<file path="src/rtl/uart_rx_frame_receiver.sv">
// UART receive path: 3-sample majority voting per bit, LSB-first data, optional parity, stop check.
// Optional macro UART_RX_INPUT_SYNC_EN adds a 2-flop synchronizer on RX_IN (adds 2 cycles of latency).
module uart_rx_frame_receiver #(
  parameter int DATA_WIDTH = 8,
  parameter int PRESCALE   = 8
) (
  input  logic                  clk,
  input  logic                  rst,
  input  logic                  RX_IN,
  input  logic                  PAR_EN,
  input  logic                  PAR_TYP,
  output logic [DATA_WIDTH-1:0] P_DATA,
  output logic                  Data_Valid,
  output logic                  par_err,
  output logic                  stp_err
);

  localparam int CNT_W = $clog2(PRESCALE);
  localparam int BIT_W = (DATA_WIDTH > 1) ? $clog2(DATA_WIDTH) : 1;
  localparam logic [CNT_W-1:0] EDGE_ONE  = CNT_W'(1);
  localparam logic [CNT_W-1:0] EDGE_LAST = CNT_W'(PRESCALE - 1);
  localparam logic [CNT_W-1:0] SMP0      = CNT_W'(PRESCALE / 2 - 1);
  localparam logic [CNT_W-1:0] SMP1      = CNT_W'(PRESCALE / 2);
  localparam logic [CNT_W-1:0] SMP2      = CNT_W'(PRESCALE / 2 + 1);
  localparam logic [BIT_W-1:0] BIT_ONE   = BIT_W'(1);
  localparam logic [BIT_W-1:0] BIT_LAST  = BIT_W'(DATA_WIDTH - 1);

  typedef enum logic [2:0] {IDLE, START, DATA, PARITY, STOP} state_t;

  function automatic logic maj3(input logic a, input logic b, input logic c);
    return (a & b) | (a & c) | (b & c);
  endfunction

  function automatic logic exp_par(input logic [DATA_WIDTH-1:0] d, input logic odd);
    return odd ? ~^d : ^d;
  endfunction

  state_t                  state, state_nxt;
  logic                    rx;
  logic [CNT_W-1:0]        edge_cnt;
  logic [BIT_W-1:0]        bit_cnt;
  logic                    smp_p0, smp_p1;
  logic [DATA_WIDTH-1:0]   shift_reg;
  logic                    par_en_q, par_typ_q, par_bad, start_bad;
  logic                    edge_last, maj_cyc, maj_bit, frame_done, frame_ok;

`ifdef UART_RX_INPUT_SYNC_EN
  logic rx_p0, rx_p1;
  // Two-flop synchronizer, resets to the idle line level
  always_ff @(posedge clk) begin
    if (rst) begin
      rx_p0 <= 1'b1;
      rx_p1 <= 1'b1;
    end else begin
      rx_p0 <= RX_IN;
      rx_p1 <= rx_p0;
    end
  end
  assign rx = rx_p1;
`else
  assign rx = RX_IN;
`endif

  assign edge_last = (edge_cnt == EDGE_LAST);
  assign maj_cyc   = (edge_cnt == SMP2);
  assign maj_bit   = maj3(smp_p0, smp_p1, rx);
  assign frame_ok  = !par_bad && maj_bit;

  always_comb begin
    state_nxt  = state;
    frame_done = 1'b0;
    case (state)
      IDLE:   if (!rx) state_nxt = START;
      START:  if (edge_last) state_nxt = start_bad ? IDLE : DATA;
      DATA:   if (edge_last && bit_cnt == BIT_LAST) state_nxt = par_en_q ? PARITY : STOP;
      PARITY: if (edge_last) state_nxt = STOP;
      STOP: begin
        // Leave half a bit early so a following start edge is not missed
        if (maj_cyc) begin
          state_nxt  = IDLE;
          frame_done = 1'b1;
        end
      end
      default: state_nxt = IDLE;
    endcase
  end

  always_ff @(posedge clk) begin
    if (rst) begin
      state      <= IDLE;
      edge_cnt   <= '0;
      bit_cnt    <= '0;
      start_bad  <= 1'b0;
      par_bad    <= 1'b0;
      par_en_q   <= 1'b0;
      par_typ_q  <= 1'b0;
      Data_Valid <= 1'b0;
      par_err    <= 1'b0;
      stp_err    <= 1'b0;
      P_DATA     <= '0;
    end else begin
      state      <= state_nxt;
      Data_Valid <= frame_done && frame_ok;
      par_err    <= frame_done && par_bad;
      stp_err    <= frame_done && !maj_bit;
      if (frame_done && frame_ok) P_DATA <= shift_reg;
      // The cycle that detects the start edge is edge 0 of the start bit
      if (state == IDLE)                      edge_cnt <= rx ? '0 : EDGE_ONE;
      else if (edge_last || state_nxt == IDLE) edge_cnt <= '0;
      else                                    edge_cnt <= edge_cnt + EDGE_ONE;
      case (state)
        IDLE: begin
          if (!rx) begin
            par_en_q  <= PAR_EN;
            par_typ_q <= PAR_TYP;
            par_bad   <= 1'b0;
            bit_cnt   <= '0;
          end
        end
        START:  if (maj_cyc) start_bad <= maj_bit;
        DATA:   if (edge_last) bit_cnt <= (bit_cnt == BIT_LAST) ? '0 : bit_cnt + BIT_ONE;
        PARITY: if (maj_cyc) par_bad <= (maj_bit != exp_par(shift_reg, par_typ_q));
        default: ;
      endcase
    end
  end

  // Sample stage: two registered votes, shift register fed LSB first
  always_ff @(posedge clk) begin
    if (edge_cnt == SMP0) smp_p0 <= rx;
    if (edge_cnt == SMP1) smp_p1 <= rx;
    if (state == DATA && maj_cyc) shift_reg <= {maj_bit, shift_reg[DATA_WIDTH-1:1]};
  end

endmodule

</file>
<file path="config.mk">
export PLATFORM = sky130hd
export DESIGN_NAME = uart_rx_frame_receiver
export DESIGN_NICKNAME = d
export VERILOG_FILES = /design/src/rtl/uart_rx_frame_receiver.sv
export SDC_FILE = /design/constraint.sdc
export NUM_CORES = 1
export LEC_CHECK = 0
export CAP_MARGIN = 20
export CORE_MARGIN = 10
export CORE_UTILIZATION = 35
export DETAILED_ROUTE_END_ITERATION = 8
export PLACE_DENSITY_LB_ADDON = 0.12
export SETUP_SLACK_MARGIN = 0.4
export SYNTH_ARGS = -nofsm -noshare
export SYNTH_HDL_FRONTEND = slang
export SYNTH_SLANG_ARGS = --single-unit
</file>
<file path="constraint.sdc">
create_clock -name clk -period 3.9 [get_ports clk]
set_clock_uncertainty 0.1 [all_clocks]
set_input_delay 0.585 -clock clk [delete_from_list [all_inputs] [get_ports clk]]
set_output_delay 0.585 -clock clk [all_outputs]
set_load 0.02 [all_outputs]
</file>
**Run 1: signal wires on met1**

Bar = 20 um.
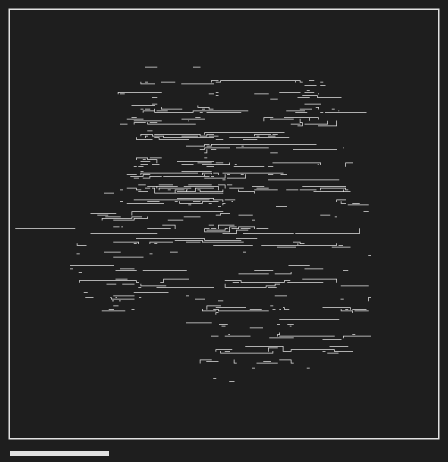
- wire length on this layer: 1250 um
- longest straight run: 21.2 um
- main direction: horizontal
GRT met1 Usage: 0.0952
routed wire length: 2.82 mm
vias: 1029

**Run 1: signal metal coverage by tile**

Bar = 20 um. 17 x 17 tiles, from black (low) to pale yellow (high), scaled to the fullest tile. Values are wire area over tile area, all layers added.
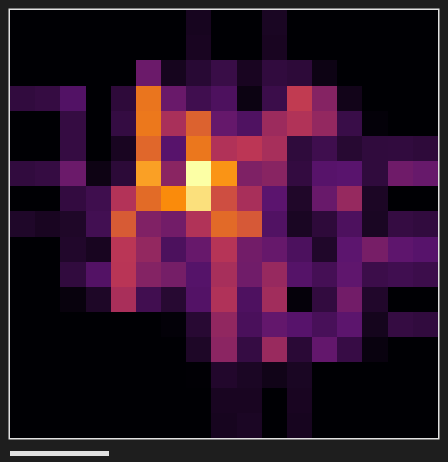
- densest ninth of the die: centre
- tiles over half the peak: 5.5%
- emptiest ninth of the die: south-west
- fullest tile: 0.40
DR WL/cell: 13.6 um
GRT Overall Usage: 0.0829

**Run 1: congestion heat map**

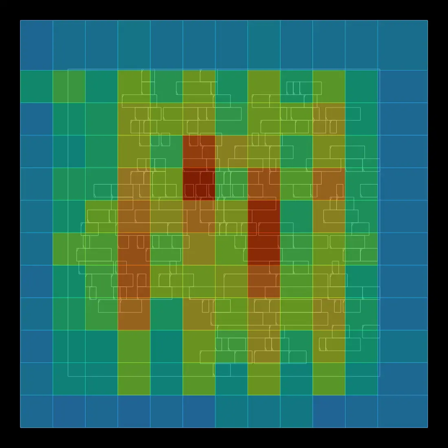
grt met2 use: 0.127
met3 usage: 0.0394
fin util: 0.418
GR peak layer: met2

==> impl_metrics.csv, run 1 <==
group,metric,value,unit
timing,relSlewSlack,0.388,
final_layout,comb_share,0.396,
timing,period_needed,2.37,ns
final_layout,buffers,15,
placed_design,place_inst,200,
timing,hold_viol,0,
power_and_ir_drop,leakage,0.713,nW
hold_path,hold_path.class,"flop to flop",
final_layout,dominant_cells,"registers",
final_layout,fillers,414,
power_and_ir_drop,p_seq_frac,0.574,
clocking,clkSinkCount,34,
worst_setup_path,reg2reg_slack,1.92,ns
power_and_ir_drop,powerComb,0.0338,mW
final_layout,nonClkBufAreaFrac,0.0830,
routing,drc,0,
worst_setup_path,r2r-end,"P_DATA[7]",
final_layout,areaGrowthSynthToFinish,16.9,%
final_layout,finalInstanceArea,0.00181,mm2
floorplanning,tap_cells,52,
floorplanning,io_pins,16,
logic_synthesis,synth_cell_types,37,
logic_synthesis,logic_family,"simple AND/OR/NAND/NOR gates",
timing,hold_slack,0.395,ns
logic_synthesis,yosysChipArea,0.00155,mm2
power_and_ir_drop,pg_seq,0.372,mW
power_and_ir_drop,powerClk,0.243,mW
floorplanning,die_y,86.5,um
hold_path,min_delay_path_depth,2,
power_and_ir_drop,swShare,0.221,
grt,grt_pass1_vias,1023,
logic_synthesis,fp_nets,153,
timing,setup_slack,1.53,ns
worst_setup_path,end_kind,"flop",
final_layout,stdcell_count,208,
final_layout,final_cell_mix,"dfxtp_1, nor2_1, clkdlybuf4s50_1, mux2i_1, edfxtp_1",
logic_synthesis,top_area_cell,"dfxtp_1",
logic_synthesis,synthArstFlopShare,0,
clocking,cts.clk_slew.worst_paths,0.07,ns
floorplanning,die_area,0.00748,mm2
routing,met2WireLength,1.36,mm
logic_synthesis,ys_cells,140,
floorplanning,core-area,0.00432,mm2
outcome,status,"completed",
logic_synthesis,ys_top_cells_by_area,"dfxtp_1, edfxtp_1, mux2i_1",
floorplanning,initial_utilization,0.358,
timing,max_freq,422,MHz
power_and_ir_drop,clockPowerShare,0.374,
logic_synthesis,ys_sh_aoi,0.0752,
timing,slew_viol_final,0,
worst_setup_path,ff2ff_path_depth,5,
routing,met1_length,1.25,mm
clocking,numCtsBuffers,5,
routing,first_iter_violations,31,
logic_synthesis,adder_share,0.0719,
worst_setup_path,critPathKind,"primary input to flop",
logic_synthesis,ys_seq_share,0.504,
hold_path,min_to,"P_DATA[1]",
final_layout,seq_cells,34,
final_layout,n_clock_buffer,6,
logic_synthesis,yosys.area_share.simple,0.186,
worst_setup_path,cp_max_fo,9,
power_and_ir_drop,p_total,0.648,mW
power_and_ir_drop,internal_power,0.505,mW
job,tool_warnings,30,
logic_synthesis,ff_type,"dfxtp_1",
worst_setup_path,crit_family,"buffers and inverters",
worst_setup_path,start_kind,"primary input",
logic_synthesis,syn_area_per_cell,11.1,um2
grt,overflow,0,
logic_synthesis,syn-instance-count,140,
final_layout,layout.nets,168,
timing,rsz0062_at_grt,"false",
logic_synthesis,edf_count,10,
clocking,post_cts_buffers,0,
worst_setup_path,endpoint,"P_DATA[7]",
hold_path,min_from,"P_DATA[1]",
final_layout,logic_gates,95,
routing,antenna_left,0,
logic_synthesis,common_cells,"dfxtp_1, nor2_1, mux2i_1, edfxtp_1, ha_1",
worst_setup_path,critPathBufInv,1,
power_and_ir_drop,switchingPower,0.143,mW
clocking,root_buffer,"clkbuf_8",
timing,worst_pin_slew,0.915,ns
final_layout,final-comb-area,717,um2
logic_synthesis,mux_share,0.0711,
worst_setup_path,cp.depth,5,
placed_design,postPlaceCellArea,0.00173,mm2
worst_setup_path,crit_start,"RX_IN",
floorplanning,rows,24,
placed_design,finalWeightedCongestion,0.712,
routing,vias_per_cell,4.95,
final_layout,n_antenna_cell,0,
power_and_ir_drop,power_density,358,mW/mm2
worst_setup_path,crit_chain,"clkdlybuf4s50_1 -> maj3_2 -> nand4_1 -> mux2i_1 -> nor2_1",
logic_synthesis,ys_sh_xor,0.0590,
clocking,insertion_delay,0.28,ns
logic_synthesis,numSynthFlops,34,
grt,antenna_found_initial,0,
worst_setup_path,slowest_stage,"clkdlybuf4s50_1",
final_layout,clk_share,0.0450,
grt,grt_pass1_wl,4.93,mm
routing,route.met3.wl,182,um
power_and_ir_drop,maxPowerGroup,"sequential cells",
power_and_ir_drop,ir_drop,0.000128,V
clocking,holdBufCountCts,0,
floorplanning,die_w,86.5,um
final_layout,lay_top_count,"dfxtp_1",
power_and_ir_drop,power_frac_comb,0.052,
timing,setup_tns,0,ns
timing,period_used_share,0.607,
placed_design,port_buffers,15,
logic_synthesis,yosys_warnings,0,
clocking,htree_num_levels,2,
grt,grt_start_max_net_pins,25,
placed_design,pre_cts_ws,1.18,ns
final_layout,inverters,4,
logic_synthesis,synth_area,0.00155,mm2
final_layout,drive_gt1_frac,0.0705,
routing,routed.top_layer,"met4",
final_layout,flop_area,781,um2
clocking,tritoncts,"yes",
clocking,cts_buffer_depth,2,
worst_setup_path,max_stage_delay,0.62,ns
clocking,cts_resized,0,
worst_setup_path,crit_arrival,2.40,ns
final_layout,sh_seq_area,0.432,
worst_setup_path,cp.required,3.93,ns
worst_setup_path,regToRegStartpoint,"edge_cnt[0]",
job,maxCapViolCount,0,
logic_synthesis,yosysTopAreaCellShare,0.310,
routing,dr.pass1.iters,4,
timing,setup_viol,0,
logic_synthesis,synth.most_common_cell,"dfxtp_1",
==> run 1 -> run 2 <==
==> constraint.sdc (replaced) <==
create_clock -name clk -period 2 [get_ports clk]
set_clock_uncertainty 0.1 [all_clocks]
set_input_delay 0.3 -clock clk [delete_from_list [all_inputs] [get_ports clk]]
set_output_delay 0.3 -clock clk [all_outputs]
set_load 0.02 [all_outputs]
**Run 2: congestion heat map**

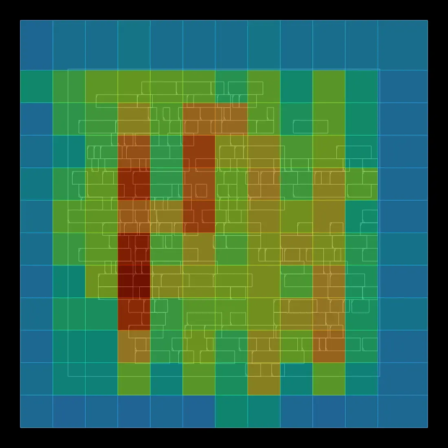
met3 usage: 0.0375
fin util: 0.485
DR WL/cell: 14.4 um

==> impl_metrics.csv, run 2 <==
group,metric,value,unit
logic_synthesis,ys_sh_xor,0.0590,
worst_setup_path,crit_family,"XOR/XNOR gates",
power_and_ir_drop,p_total,1.43,mW
final_layout,clk_share,0.0507,
power_and_ir_drop,powerClk,0.624,mW
outcome,status,"completed",
timing,rsz0062_at_grt,"true",
routing,met1_length,1.54,mm
timing,relSlewSlack,0.748,
worst_setup_path,critPathKind,"flop to flop",
routing,routed.top_layer,"met4",
placed_design,place_inst,207,
logic_synthesis,yosys_warnings,0,
logic_synthesis,synthArstFlopShare,0,
logic_synthesis,ys_cells,140,
logic_synthesis,yosysTopAreaCellShare,0.310,
final_layout,n_antenna_cell,0,
worst_setup_path,cp.required,2.09,ns
final_layout,final-comb-area,808,um2
power_and_ir_drop,powerComb,0.0846,mW
floorplanning,initial_utilization,0.358,
worst_setup_path,max_stage_delay,0.44,ns
timing,worst_pin_slew,0.375,ns
power_and_ir_drop,switchingPower,0.304,mW
worst_setup_path,r2r-end,"par_bad",
power_and_ir_drop,power_density,684,mW/mm2
timing,slew_viol_final,0,
clocking,insertion_delay,0.29,ns
final_layout,areaGrowthSynthToFinish,35.6,%
worst_setup_path,cp.depth,4,
power_and_ir_drop,maxPowerGroup,"sequential cells",
routing,routed-via-count,1115,
job,tool_warnings,32,
timing,setup_slack,0.347,ns
routing,route.met3.wl,159,um
logic_synthesis,ys_top_cells_by_area,"dfxtp_1, edfxtp_1, mux2i_1",
routing,antenna_left,0,
floorplanning,die_y,86.5,um
routing,dr.pass1.iters,4,
timing,hold_viol,0,
timing,hold_slack,0.310,ns
worst_setup_path,crit_start,"shift_reg[2]",
logic_synthesis,edf_count,10,
final_layout,flop_area,792,um2
logic_synthesis,yosysChipArea,0.00155,mm2
power_and_ir_drop,leakage,0.890,nW
final_layout,dominant_cells,"combinational gates",
grt,grt.total_usage,0.0961,
clocking,tritoncts,"yes",
clocking,root_buffer,"clkbuf_8",
final_layout,sh_seq_area,0.377,
logic_synthesis,adder_share,0.0719,
clocking,htree_num_levels,2,
floorplanning,die_w,86.5,um
final_layout,logic_gates,95,
routing,routed_wirelength,3.27,mm
worst_setup_path,crit_chain,"xnor2_2 -> xnor2_1 -> xnor3_1 -> o41ai_2",
clocking,cts.clk_slew.worst_paths,0.07,ns
worst_setup_path,crit_arrival,1.74,ns
final_layout,fillers,409,
floorplanning,io_pins,16,
grt,busiest_layer,"met2",
placed_design,port_buffers,15,
placed_design,finalWeightedCongestion,0.774,
grt,grt_pass1_wl,5.71,mm
logic_synthesis,logic_family,"simple AND/OR/NAND/NOR gates",
power_and_ir_drop,swShare,0.212,
worst_setup_path,reg2reg_slack,0.35,ns
routing,vias_per_cell,4.91,
final_layout,finalInstanceArea,0.00210,mm2
final_layout,buffers,34,
worst_setup_path,regToRegStartpoint,"shift_reg[2]",
hold_path,hold_path.class,"primary input to flop",
worst_setup_path,slowest_stage,"xnor3_1",
timing,setup_viol,0,
logic_synthesis,ys_seq_share,0.504,
clocking,numCtsBuffers,5,
final_layout,drive_gt1_frac,0.280,
routing,met2WireLength,1.54,mm
logic_synthesis,fp_nets,153,
logic_synthesis,synth_cell_types,37,
logic_synthesis,top_area_cell,"dfxtp_1",
logic_synthesis,common_cells,"dfxtp_1, nor2_1, mux2i_1, edfxtp_1, ha_1",
floorplanning,rows,24,
grt,grt_start_max_net_pins,18,
final_layout,stdcell_count,227,
clocking,cts_buffer_depth,2,
grt,overflow,0,
floorplanning,die_area,0.00748,mm2
logic_synthesis,numSynthFlops,34,
final_layout,inverters,4,
logic_synthesis,mux_share,0.0711,
clocking,post_cts_buffers,5,
final_layout,n_clock_buffer,7,
floorplanning,core-area,0.00432,mm2
logic_synthesis,ys_sh_aoi,0.0752,
grt,grt_pass1_vias,1121,
placed_design,postPlaceCellArea,0.00180,mm2
placed_design,place_hpwl,2.22,mm
worst_setup_path,ff2ff_path_depth,4,
logic_synthesis,ff_type,"dfxtp_1",
final_layout,comb_share,0.385,
power_and_ir_drop,power_frac_comb,0.059,
floorplanning,tap_cells,52,
logic_synthesis,synth_area,0.00155,mm2
timing,max_freq,605,MHz
job,maxCapViolCount,0,
grt,grt_use_met2,0.140,
logic_synthesis,syn_area_per_cell,11.1,um2
routing,drc,0,
clocking,cts_resized,24,
power_and_ir_drop,clockPowerShare,0.435,
final_layout,layout.nets,187,
worst_setup_path,start_kind,"flop",
grt,antenna_found_initial,0,
final_layout,seq_cells,34,
power_and_ir_drop,internal_power,1.13,mW
clocking,holdBufCountCts,0,
worst_setup_path,endpoint,"par_bad",
worst_setup_path,critPathBufInv,0,
hold_path,min_from,"RX_IN",
worst_setup_path,end_kind,"flop",
power_and_ir_drop,p_seq_frac,0.506,
timing,setup_tns,0,ns
clocking,clkSinkCount,34,
placed_design,pre_cts_ws,-0.0365,ns
logic_synthesis,syn-instance-count,140,
final_layout,final_cell_mix,"dfxtp_1, nor2_1, buf_4, dlygate4sd2_1",
routing,first_iter_violations,35,
power_and_ir_drop,ir_drop,0.000431,V
hold_path,min_to,"smp_p0",
grt,grtUsageMet1,0.118,
logic_synthesis,synth.most_common_cell,"dfxtp_1",
power_and_ir_drop,pg_seq,0.726,mW
hold_path,min_delay_path_depth,1,
worst_setup_path,cp_max_fo,2,
**Run 2: signal metal coverage by tile**

Bar = 20 um. 17 x 17 tiles, from black (low) to pale yellow (high), scaled to the fullest tile. Values are wire area over tile area, all layers added.
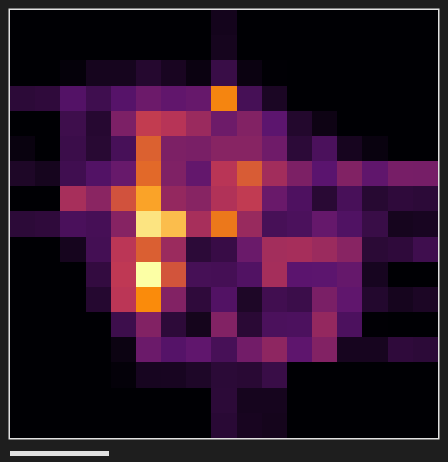
- emptiest ninth of the die: north-east
- tiles over half the peak: 5.5%
- nearly empty tiles: 41%
- densest ninth of the die: centre
- mean over tiles: 0.068
- fullest tile: 0.45

==> run 2 -> run 3 <==
==> constraint.sdc (replaced) <==
create_clock -name clk -period 1.34 [get_ports clk]
set_clock_uncertainty 0.1 [all_clocks]
set_input_delay 0.201 -clock clk [delete_from_list [all_inputs] [get_ports clk]]
set_output_delay 0.201 -clock clk [all_outputs]
set_load 0.02 [all_outputs]
**Run 3: signal metal coverage by tile**

Bar = 20 um. 17 x 17 tiles, from black (low) to pale yellow (high), scaled to the fullest tile. Values are wire area over tile area, all layers added.
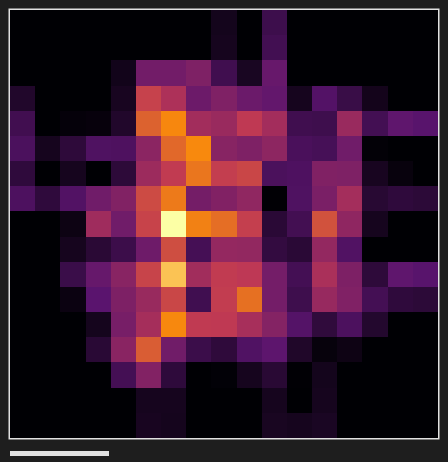
- emptiest ninth of the die: south-east
- fullest tile: 0.45
- densest ninth of the die: centre
- nearly empty tiles: 40%
- mean over tiles: 0.078

==> impl_metrics.csv, run 3 <==
group,metric,value,unit
outcome,status,"finished with violations",
outcome,violations,"setup timing",
logic_synthesis,edf_count,10,
final_layout,n_clock_buffer,5,
final_layout,areaGrowthSynthToFinish,69.1,%
grt,busiest_layer,"met2",
logic_synthesis,syn-instance-count,140,
final_layout,sh_seq_area,0.308,
final_layout,drive_gt1_frac,0.626,
grt,antenna_found_initial,0,
final_layout,lay_top_count,"buf_4",
floorplanning,rows,24,
timing,setup_viol,29,
logic_synthesis,adder_share,0.0719,
clocking,holdBufCountCts,0,
worst_setup_path,ff2ff_path_depth,4,
grt,grt.total_usage,0.102,
grt,use_met3,0.0281,
routing,routed-via-count,1245,
final_layout,stdcell_count,258,
final_layout,seq_cells,34,
routing,met1_length,1.52,mm
hold_path,min_to,"smp_p1",
hold_path,min_from,"RX_IN",
logic_synthesis,ys_top_cells_by_area,"dfxtp_1, edfxtp_1, mux2i_1",
placed_design,port_buffers,15,
power_and_ir_drop,leakage,1.09,nW
timing,rsz0062_at_grt,"true",
worst_setup_path,slowest_stage,"edfxtp_1",
logic_synthesis,synth_area,0.00155,mm2
logic_synthesis,ff_type,"dfxtp_1",
timing,relSlewSlack,0.794,
job,tool_warnings,33,
logic_synthesis,yosysChipArea,0.00155,mm2
timing,worst_pin_slew,0.309,ns
clocking,cts.clk_slew.worst_paths,0.08,ns
clocking,cts_buffer_depth,2,
worst_setup_path,crit_start,"shift_reg[3]",
worst_setup_path,start_kind,"flop",
routing,met2WireLength,2.00,mm
power_and_ir_drop,ir_drop,0.000496,V
final_layout,layout.nets,218,
power_and_ir_drop,switchingPower,0.515,mW
floorplanning,die_y,86.5,um
floorplanning,die_area,0.00748,mm2
floorplanning,core-area,0.00432,mm2
routing,route.met3.wl,135,um
clocking,insertion_delay,0.29,ns
power_and_ir_drop,internal_power,1.93,mW
grt,overflow,0,
logic_synthesis,yosysTopAreaCellShare,0.310,
timing,hold_viol,0,
routing,wl_per_cell,14.5,um
power_and_ir_drop,maxPowerGroup,"the clock network",
final_layout,clk_share,0.0526,
grt,grt_start_max_net_pins,13,
final_layout,comb_share,0.375,
final_layout,fillers,347,
logic_synthesis,ys_cells,140,
routing,routed_wirelength,3.73,mm
logic_synthesis,fp_nets,153,
logic_synthesis,synth.most_common_cell,"dfxtp_1",
final_layout,n_antenna_cell,0,
routing,vias_per_cell,4.83,
logic_synthesis,yosys_warnings,0,
timing,period_used_share,1.23,
logic_synthesis,syn_area_per_cell,11.1,um2
worst_setup_path,critPathKind,"flop to flop",
clocking,htree_num_levels,2,
routing,routed.top_layer,"met4",
final_layout,inverters,4,
placed_design,place_hpwl,2.66,mm
final_layout,nonClkBufAreaFrac,0.234,
placed_design,postPlaceCellArea,0.00219,mm2
grt,grt_use_met2,0.183,
power_and_ir_drop,power_frac_comb,0.090,
timing,slew_viol_final,0,
floorplanning,die_w,86.5,um
routing,dr.pass1.iters,4,
placed_design,place_inst,243,
power_and_ir_drop,power_density,936,mW/mm2
clocking,root_buffer,"clkbuf_8",
worst_setup_path,crit_chain,"xnor2_2 -> xnor2_1 -> xnor3_1 -> o41ai_2",
timing,setup_slack,-0.307,ns
power_and_ir_drop,powerClk,1.15,mW
floorplanning,io_pins,16,
floorplanning,tap_cells,52,
timing,max_freq,607,MHz
grt,grtUsageMet1,0.107,
worst_setup_path,cp.required,1.43,ns
clocking,numCtsBuffers,5,
**Run 3: signal wires on met1**

Bar = 20 um.
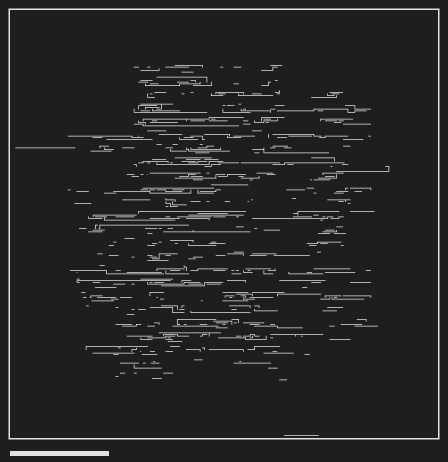
- share of all routed wire: 41%
- nets with wire on the layer: 200

Power is estimated from default activity; no workload was simulated.
